`src/rtl/ieee_converter_pipe.sv`:
```
// rtl/ieee_converter_pipe.sv - 3-stage fixed-point to IEEE-754 single converter, RNE rounding, valid/ready
module ieee_converter_pipe #(
  parameter int INT_LEN   = 16,
  parameter int FRA_LEN   = 16,
  parameter int TWOS_COMP = 1
) (
  input  logic                       clk,
  input  logic                       rst,
  input  logic                       in_valid,
  output logic                       in_ready,
  input  logic [INT_LEN+FRA_LEN-1:0] in_data,
  input  logic                       in_sign,
  output logic                       out_valid,
  input  logic                       out_ready,
  output logic [31:0]                out_ieee,
  output logic                       out_inexact
);

  localparam int W = INT_LEN + FRA_LEN;

  logic         w_en;
  logic         r_s1_valid;
  logic         r_s1_sign;
  logic [W-1:0] r_s1_mag;
  logic         r_s2_valid;
  logic         r_s2_sign;
  logic [W-1:0] r_s2_mag;
  logic [6:0]   r_s2_p;
  logic [7:0]   r_s2_exp;
  logic         r_s3_valid;
  logic [31:0]  r_s3_ieee;
  logic         r_s3_inexact;

  logic         w_s1_sign;
  logic [W-1:0] w_s1_mag;
  logic [6:0]   w_p;
  logic [W-1:0] w_norm;
  logic [64:0]  w_frac;
  logic         w_nonzero;
  logic         w_g;
  logic         w_s;
  logic         w_up;
  logic [23:0]  w_mant_rnd;
  logic [7:0]   w_exp;
  logic [31:0]  w_ieee;
  logic         w_inexact;

  assign w_en        = ~r_s3_valid | out_ready;
  assign in_ready    = w_en;
  assign out_valid   = r_s3_valid;
  assign out_ieee    = r_s3_ieee;
  assign out_inexact = r_s3_inexact;

  // Negating the most-negative word wraps back to 2^(W-1), which is the exact magnitude.
  always_comb begin
    if (TWOS_COMP != 0) begin
      w_s1_sign = in_data[W-1];
      w_s1_mag  = in_data[W-1] ? ((~in_data) + W'(1)) : in_data;
    end else begin
      w_s1_sign = in_sign;
      w_s1_mag  = in_data;
    end
  end

  always_comb begin
    w_p = '0;
    for (int i = 0; i < W; i++) begin
      if (r_s1_mag[i]) w_p = 7'(i);
    end
  end

  // Leading one moved to the top; everything below it is the fraction, padded out to 64 bits.
  always_comb begin
    w_norm     = r_s2_mag << (7'(W - 1) - r_s2_p);
    w_frac     = {w_norm, {(65 - W){1'b0}}};
    w_nonzero  = w_frac[64];
    w_g        = w_frac[40];
    w_s        = |w_frac[39:0];
    w_up       = w_g & (w_s | w_frac[41]);
    w_mant_rnd = {1'b0, w_frac[63:41]} + 24'(w_up);
    w_exp      = r_s2_exp + 8'(w_mant_rnd[23]);
    w_ieee     = w_nonzero ? {r_s2_sign, w_exp, w_mant_rnd[22:0]} : 32'h0;
    w_inexact  = w_nonzero & (w_g | w_s);
  end

  always_ff @(posedge clk) begin
    if (rst) begin
      r_s1_valid   <= 1'b0;
      r_s2_valid   <= 1'b0;
      r_s3_valid   <= 1'b0;
      r_s3_ieee    <= 32'h0;
      r_s3_inexact <= 1'b0;
    end else if (w_en) begin
      r_s1_valid <= in_valid;
      r_s1_sign  <= w_s1_sign;
      r_s1_mag   <= w_s1_mag;
      r_s2_valid <= r_s1_valid;
      r_s2_sign  <= r_s1_sign;
      r_s2_mag   <= r_s1_mag;
      r_s2_p     <= w_p;
      r_s2_exp   <= 8'(w_p) - 8'(FRA_LEN) + 8'd127;
      r_s3_valid <= r_s2_valid;
      if (r_s2_valid) begin
        r_s3_ieee    <= w_ieee;
        r_s3_inexact <= w_inexact;
      end
    end
  end

endmodule

```
`config.mk`:
```
export PLATFORM = sky130hd
export DESIGN_NAME = ieee_converter_pipe
export DESIGN_NICKNAME = d
export VERILOG_FILES = /design/src/rtl/ieee_converter_pipe.sv
export SDC_FILE = /design/constraint.sdc
export NUM_CORES = 1
export LEC_CHECK = 0
export CAP_MARGIN = 30
export CORE_MARGIN = 4
export CORE_UTILIZATION = 39
export DETAILED_ROUTE_END_ITERATION = 16
export PLACE_DENSITY = 0.55
export RECOVER_POWER = 25
export SYNTH_ARGS = -nofsm -noshare
export SYNTH_HDL_FRONTEND = slang
export SYNTH_SLANG_ARGS = --single-unit
```
`constraint.sdc`:
```
create_clock -name clk -period 10.95 [get_ports clk]
set_input_delay 2.7375 -clock clk [delete_from_list [all_inputs] [get_ports clk]]
set_output_delay 2.7375 -clock clk [all_outputs]
set_load 0.03 [all_outputs]
```
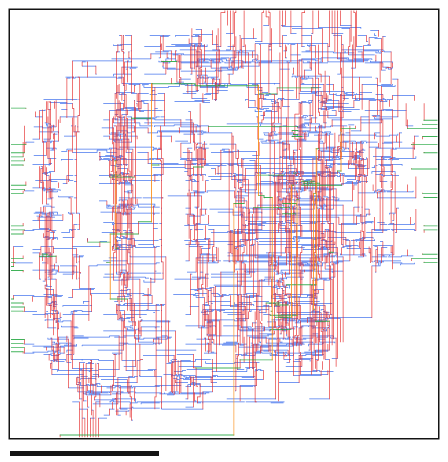
(images/metal_stack.png)
Bar = 50 µm.
Blue shows met1, wire length 6850 µm. Red shows met2, wire length 7830 µm. Orange shows met4, wire length 447 µm. Green shows met3, wire length 530 µm.

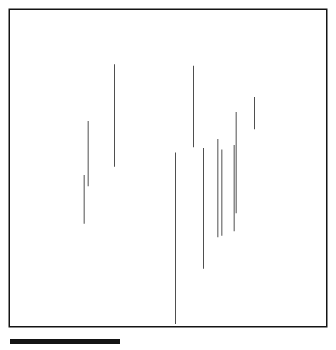
(images/met4.png)
Bar = 50 µm.
The longest straight run is 77.5 µm. The wires run mostly vertical.

==> run_results.csv <==
group,metric,value,unit
synth,async_reset_ff_frac,0,
final_timing,finalSetupTns,0,ps
cells_and_area,logic_gates,465,
floorplan,fp_util,0.3979,
cells_and_area,n_clock_buffer,19,
setup_path,end_kind,"output pin",
route,first_pass_iters,5,
final_timing,period_needed,6951,ps
cts,clockRootBuffer,"clkbuf_16",
synth,edf_count,79,
placed_design,numPlacedInstances,903,
floorplan,dieWidth,143.4,µm
outcome,status,"finished, final reports clean",
run,cap_violations,0,
final_timing,slew_viol_final,0,
synth,synth_cells,632,
cts,cts_resized,0,
floorplan,chipArea,20560,µm²
setup_path,timing.rr.end,"out_ieee[29]",
cells_and_area,finalInstanceArea,8652,µm²
synth,yosys.stat.seqShare,0.4328,
synth,yosys_cells,632,
synth,ys_warn_count,0,
synth,yosys.area.top_type,"edfxtp_1",
cts,path_clk_slew,60,ps
final_timing,hold_viol,0,
final_timing,max_slew_margin,0.3810,
power,powerDensity,149.4,nW/µm²
Power figures rest on the tool's default switching activity, not on a simulated workload.
